### Where the registers sit

Other sequential cells in the stronger grey, the rest of the logic in the fainter grey.
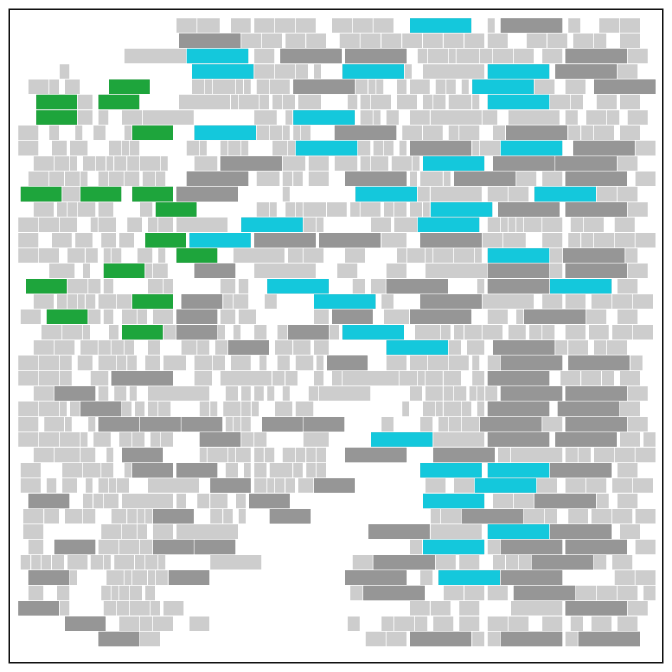
### Track usage over the die

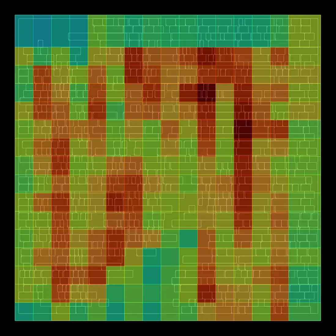
`src/rtl/pipe_stage_reg_pkg.sv`:
```
// Shared definitions for the fetch/decode pipeline register: bubble constants and
// the per-edge update priority used by the stage and by hazard-unit assertions.
package pipe_stage_reg_pkg;

   localparam int unsigned NOP_INSTR = 0;
   localparam int unsigned BUBBLE_PC = 0;

   // Highest priority first.
   typedef enum logic [2:0] {
      PrioReset = 3'd0,
      PrioFlush = 3'd1,
      PrioStall = 3'd2,
      PrioAnnul = 3'd3,
      PrioLoad  = 3'd4
   } prio_e;

   function automatic prio_e pick_prio(input logic reset_n, input logic flush,
                                       input logic stall, input logic annul);
      if (!reset_n)    return PrioReset;
      else if (flush)  return PrioFlush;
      else if (stall)  return PrioStall;
      else if (annul)  return PrioAnnul;
      else             return PrioLoad;
   endfunction

endpackage

```
`src/rtl/pipe_stage_reg_sat.sv`:
```
// Saturating up-counter with synchronous clear and synchronous active-low reset.
module sat_counter #(
   parameter int unsigned W = 16
) (
   input  logic         clk,
   input  logic         reset,
   input  logic         inc,
   input  logic         clr,
   output logic [W-1:0] cnt
);

   logic [W-1:0] r_cnt;

   always_ff @(posedge clk) begin
      if (!reset) begin
         r_cnt <= '0;
      end else if (clr) begin
         r_cnt <= '0;
      end else if (inc && (r_cnt != {W{1'b1}})) begin
         r_cnt <= r_cnt + W'(1);
      end
   end

   assign cnt = r_cnt;

endmodule

```
`src/rtl/pipe_stage_reg.sv`:
```
// IF/ID pipeline register with flush, stall hold, delay-slot annul, saturating
// stall/bubble counters and a sticky consecutive-stall watchdog.
module pipe_stage_reg
   import pipe_stage_reg_pkg::*;
#(
   parameter int unsigned   IW        = 32,
   parameter int unsigned   AW        = 32,
   parameter logic [AW-1:0] RESET_PC  = '0,
   parameter int unsigned   CNT_W     = 16,
   parameter int unsigned   STALL_MAX = 64
) (
   input  logic             clk,
   input  logic             reset,
   input  logic [IW-1:0]    in_instr,
   input  logic [AW-1:0]    in_pc,
   input  logic             in_valid,
   input  logic             stall,
   input  logic             flush,
   input  logic             annul,
   input  logic             cnt_clr,
   output logic [IW-1:0]    out_instr,
   output logic [AW-1:0]    out_pc,
   output logic [AW-1:0]    out_pc8,
   output logic             out_valid,
   output logic [CNT_W-1:0] stall_cnt,
   output logic [CNT_W-1:0] bubble_cnt,
   output logic             stall_timeout
);

   localparam logic [CNT_W-1:0] TripVal = CNT_W'(STALL_MAX - 1);

   logic [IW-1:0]    r_instr;
   logic [AW-1:0]    r_pc;
   logic [AW-1:0]    r_pc8;
   logic             r_valid;
   logic             r_timeout;
   logic [CNT_W-1:0] w_run_cnt;
   prio_e            w_prio;
   logic             w_stall_eff;
   logic             w_bubble;

   assign w_prio      = pick_prio(reset, flush, stall, annul);
   assign w_stall_eff = (w_prio == PrioStall);
   assign w_bubble    = (w_prio == PrioFlush) || (w_prio == PrioAnnul);

   always_ff @(posedge clk) begin
      unique case (w_prio)
         PrioReset: begin
            r_instr <= '0;
            r_pc    <= RESET_PC;
            r_pc8   <= RESET_PC + AW'(8);
            r_valid <= 1'b0;
         end
         PrioFlush, PrioAnnul: begin
            r_instr <= IW'(NOP_INSTR);
            r_pc    <= AW'(BUBBLE_PC);
            r_pc8   <= AW'(BUBBLE_PC);
            r_valid <= 1'b0;
         end
         PrioStall: begin
            r_instr <= r_instr;
            r_pc    <= r_pc;
            r_pc8   <= r_pc8;
            r_valid <= r_valid;
         end
         default: begin
            r_instr <= in_instr;
            r_pc    <= in_pc;
            r_pc8   <= in_pc + AW'(8);
            r_valid <= in_valid;
         end
      endcase
   end

   // Sets on the stall edge that brings the run to STALL_MAX; cnt_clr wins.
   always_ff @(posedge clk) begin
      if (!reset || flush || cnt_clr) begin
         r_timeout <= 1'b0;
      end else if (w_stall_eff && (w_run_cnt == TripVal)) begin
         r_timeout <= 1'b1;
      end
   end

   sat_counter #(.W(CNT_W)) u_stall_cnt (
      .clk   (clk),
      .reset (reset),
      .inc   (w_stall_eff),
      .clr   (cnt_clr),
      .cnt   (stall_cnt)
   );

   sat_counter #(.W(CNT_W)) u_bubble_cnt (
      .clk   (clk),
      .reset (reset),
      .inc   (w_bubble),
      .clr   (cnt_clr),
      .cnt   (bubble_cnt)
   );

   sat_counter #(.W(CNT_W)) u_run_cnt (
      .clk   (clk),
      .reset (reset),
      .inc   (w_stall_eff),
      .clr   (!w_stall_eff),
      .cnt   (w_run_cnt)
   );

   assign out_instr     = r_instr;
   assign out_pc        = r_pc;
   assign out_pc8       = r_pc8;
   assign out_valid     = r_valid;
   assign stall_timeout = r_timeout;

endmodule
```
`config.mk`:
```
export PLATFORM = sky130hd
export DESIGN_NAME = pipe_stage_reg
export DESIGN_NICKNAME = d
export VERILOG_FILES = /design/src/rtl/pipe_stage_reg_pkg.sv /design/src/rtl/pipe_stage_reg_sat.sv /design/src/rtl/pipe_stage_reg.sv
export SDC_FILE = /design/constraint.sdc
export NUM_CORES = 1
export LEC_CHECK = 0
export ABC_CLOCK_PERIOD_IN_PS = 9890
export CAP_MARGIN = 10
export CORE_UTILIZATION = 51
export DETAILED_ROUTE_END_ITERATION = 16
export HOLD_SLACK_MARGIN = 0.15
export PLACE_DENSITY = 0.89
export SETUP_SLACK_MARGIN = 0.4
export SLEW_MARGIN = 20
export SYNTH_ARGS = -nofsm -noshare
export SYNTH_HDL_FRONTEND = slang
export SYNTH_SLANG_ARGS = --single-unit
```
`constraint.sdc`:
```
create_clock -name clk -period 9.89 [get_ports clk]
set_input_delay 2.967 -clock clk [delete_from_list [all_inputs] [get_ports clk]]
set_output_delay 2.967 -clock clk [all_outputs]
set_load 0.02 [all_outputs]
```
==> results.txt <==
Implementation progress

The run finished with clean final reports. The OpenROAD report gives the critical path a data arrival time of approximately 5300 ps. Per report_power, the Clock row totals ~0.71 mW. The number of hold violations in the final report stands at 0. The total via count after detailed routing stands at 5694.

The antenna cell count stands at 0. After the last flow step, the layout net total stands at ~860. On the critical path, the stage with the largest delay is an instance of sky130_fd_sc_hd__buf_4. The number of design rule violations left after detail routing stands at 0.

The share of synthesized cell area in and-or and or-and compound cells stands at 0.0981. The worst hold path depth stands at 1. The total of warnings raised by yosys stands at 0. In the layout the commonest cells are sky130_fd_sc_hd__clkdlybuf4s50_1 (200), sky130_fd_sc_hd__edfxtp_1 (97), sky130_fd_sc_hd__and2_1 (64). The met2 wire length stands at between 9 and 10 mm. Yosys mapped a number of flops with a built-in enable equal to about 97. In this run, the synthesized area fraction spent on adder and majority cells is recorded as 0.00760. Per the post-synthesis report, the nets total 666. The finished layout holds 968 standard cells, fillers aside. The length in cells of the worst reg-to-reg path stands at 5. Total power for the finished layout comes to 1.58 mW.

The chip area line of the yosys report stands at around 6600 um2. In this run the layout overhead on the synthesized area is reported as 42.5%. Per the post-CTS timing run, clock transition at the registers of the reported paths is 60 ps. The commonest register cell is sky130_fd_sc_hd__edfxtp_1. Ranked by total cell area, the synthesized netlist is headed by sky130_fd_sc_hd__edfxtp_1 (44%), sky130_fd_sc_hd__dfxtp_1 (15%), sky130_fd_sc_hd__and2_1 (6.1%). Per the detail_route log, the uppermost layer with routed signals is met4. The area of the die stands at around 13000 um2. Clock tree synthesis found a total of ~150 sinks.

Per the synthesis report, the simple-gate share of the synthesized area is 0.234. Fill cells in the final layout number between 800 and 900. The multi-input gate area in the final layout stands at 2540 um2. Yosys stat counts 591 cells in the synthesized netlist. TritonCTS built the clock tree. STA puts the critical path data required time at 9940 ps. The maximum count of clock buffers along a single path stands at 2.

Timing would allow up to between 0.15 and 0.2 GHz. Listed in order, past its start point the critical path passes clkdlybuf4s50_1 > and3b_1 > inv_4 > buf_4. Per the gpl log, the routability congestion estimate is around 0.86. The worst pin sits at a relative slew slack of 0.296. The number of H-tree levels stands at 4. Of the post-synthesis cell area, the dominant cell type holds 0.443. The I/O pin total stands at 201. The count of tool warnings stands at 26. The met1 track demand over resource stands at 0.330. The estimated wirelength of the detail-placed design stands at between 10 and 15 mm.

At the placement stage, the worst setup path has a slack of roughly 4300 ps. The power report attributes to the clock group a share of 0.451. STA classifies the critical path endpoint as a register. Per the final report, max-transition violations number 0. The worst setup path is launched from a primary input. Sorting the synthesized cells by how often they occur yields sky130_fd_sc_hd__edfxtp_1 (97), sky130_fd_sc_hd__and2_1 (64), sky130_fd_sc_hd__dfxtp_1 (49). The most common cell in the synthesized netlist is sky130_fd_sc_hd__edfxtp_1. Per the power-grid run, VDD falls by no more than about 0.099 mV. The number of search-and-repair iterations in the first detailed-routing pass stands at 5. The timing report gives the biggest stage delay along the critical path as roughly 690 ps.

The instance count of the mapped netlist stands at 591. For this block, the routed nets add up to 18.3 mm of wire. The switching portion of total power comes to 0.217.

The netlist area before placement stands at around 6600 um2. The distinct cell type count of the synthesized netlist stands at just over 50. Per the CTS log, the root buffer master is sky130_fd_sc_hd__clkbuf_16.

In the final run the clock tree shows a worst skew of ~8 ps. The number of buffers inserted to repair setup after CTS stands at 0. In the detailed route, the total length drawn on met3 is about 1.2 mm.

Once placement completed, the tool counted placed cells totaling 937. The leakage component of the power was reported as between 3 and 4 nW. The average instance in the mapped netlist occupies 11.1 um2.

After synthesis, the largest family of logic cells by area is simple AND/OR/NAND/NOR gates. After synthesis, the share of cell area in mux cells is 0.0316. The minimum setup slack in the final design stands at roughly 4700 ps. Per the layout area report, the register area comes to roughly 4000 um2. After detailed routing, the number of vias per cell comes to roughly 5.9. The count of nets left with antenna violations after detail routing stands at 0. Of the total power, registers draw 0.438. The part of the power in combinational logic stands at 0.111. The most critical min-delay path falls under reg -> reg. Setup repair after global routing left no endpoint under its margin. The initial antenna violation count stands at 0.

Of the cells placed in the final design, the portion with a size suffix greater than 1 is 0.0641. Looking at area per cell type in the netlist, the leader is sky130_fd_sc_hd__edfxtp_1. Grouping stages by cell kind, the critical path spends the most delay in buffers and inverters. From the final report, the count of setup violators was given as 0.

Adding up every negative setup slack in the final design gives 0 ps. The transition time recorded at the tightest slew-check pin is between 1000 and 1500 ps. Entering global routing, the biggest net connects 65 pins. The first global-routing pass estimated roughly 28 mm of wire. The floorplan has slightly above 40 rows.

Looking at the critical path, the highest net fanout was 60. The STA report counts the stages on the worst setup path as 4. The final critical path time including I/O delays and setup stands at roughly 5200 ps. The remaining global-route overflow stands at 0. The ratio of total power to cell area stands at around 170 nW/um2. In the setup report, the worst path falls into the class in -> reg. The initial DRC count stands at a little over 500. The clock latency of the later-clocked register in the worst-skew pair stands at approximately 420 ps. The floorplan step set the die width to 116 um.

The post-synthesis sequential area ratio stands at 0.592. The max-cap violation count stands at 0. In the floorplan report the effective utilization is 0.522. In this run, the synthesized area fraction spent on xor and xnor cells is recorded as 0.0133.

The quantity of gates resized following cts stands at 0. The post-synthesis async set-or-reset flop share stands at 0. Counting only logic cells after layout, the most numerous master is sky130_fd_sc_hd__clkdlybuf4s50_1. The total non-filler cell area in the finished layout stands at ~9400 um2. The area of placed instances stands at ~8700 um2. The routed wirelength on the met1 layer is recorded as around 7.3 mm.

Of the available clock period, the critical path in the final layout requires 0.527. The number of global-route vias before repair was around 5300. After floorplanning, the core was sized to cover ~13000 um2. The internal power component stands at roughly 1.2 mW.

The biggest slice of the total power is consumed by clock. After synthesis the netlist holds a flip-flop and latch count of 146. Port buffering added 200 buffers. The post-cts hold buffer count stands at 0.

Together, buffers and inverters on the worst path number 3. In this run the power spent charging and discharging nets is 0.342 mW. The clock buffer count from CTS stands at 17. The vertical die dimension stands at 116 um.

Final hold analysis gives a worst-case slack of roughly 510 ps. The combinational-cell power consumption stands at around 0.17 mW.
Back to the opening pictures, 'Where the registers sit':
signal	colour	flops
u_bubble_cnt.cnt	green	16
out_pc	cyan	32
not coloured	98
fraction of the core area covered by cells at the end of the flow: 0.744
Seq power: 0.691 mW
Seq/total area: 0.415

Back to the opening pictures, 'Track usage over the die':
global routing met2 resource utilization: 0.478
Total Routing Usage GR: 0.275
routed wire length per instance: 18.9 um
most congested layer reported by global routing: met2
GR met3 Demand/Resource: 0.0518

-- flip-flops by register name, summed over array words and instances, names as in the netlist --
name              flops
u_run_cnt.cnt        16
u_bubble_cnt.cnt     16
out_instr            32
out_pc               32
out_pc8              32
u_stall_cnt.cnt      16
stall_timeout         1
out_valid             1
-- cell type report --
cell class	count	share of cell area
flip-flops and latches	146	0.415
clock inverters	11	0.0225
clock buffers	19	0.0461
inverters	13	0.00547
repair buffers	202	0.217
well taps	172	0.0229
multi-input cells	405	0.271
-- final timing paths --
path | startpoint | endpoint | slack, ps
worst min register to register | u_run_cnt.cnt[4] | u_run_cnt.cnt[4] | 510
worst max-delay path | reset | out_pc[2] | 4680
worst max register to register | u_stall_cnt.cnt[0] | u_stall_cnt.cnt[2] | 7770
worst min-delay path | u_run_cnt.cnt[4] | u_run_cnt.cnt[4] | 510
Power figures rest on the tool's default switching activity, not on a simulated workload.
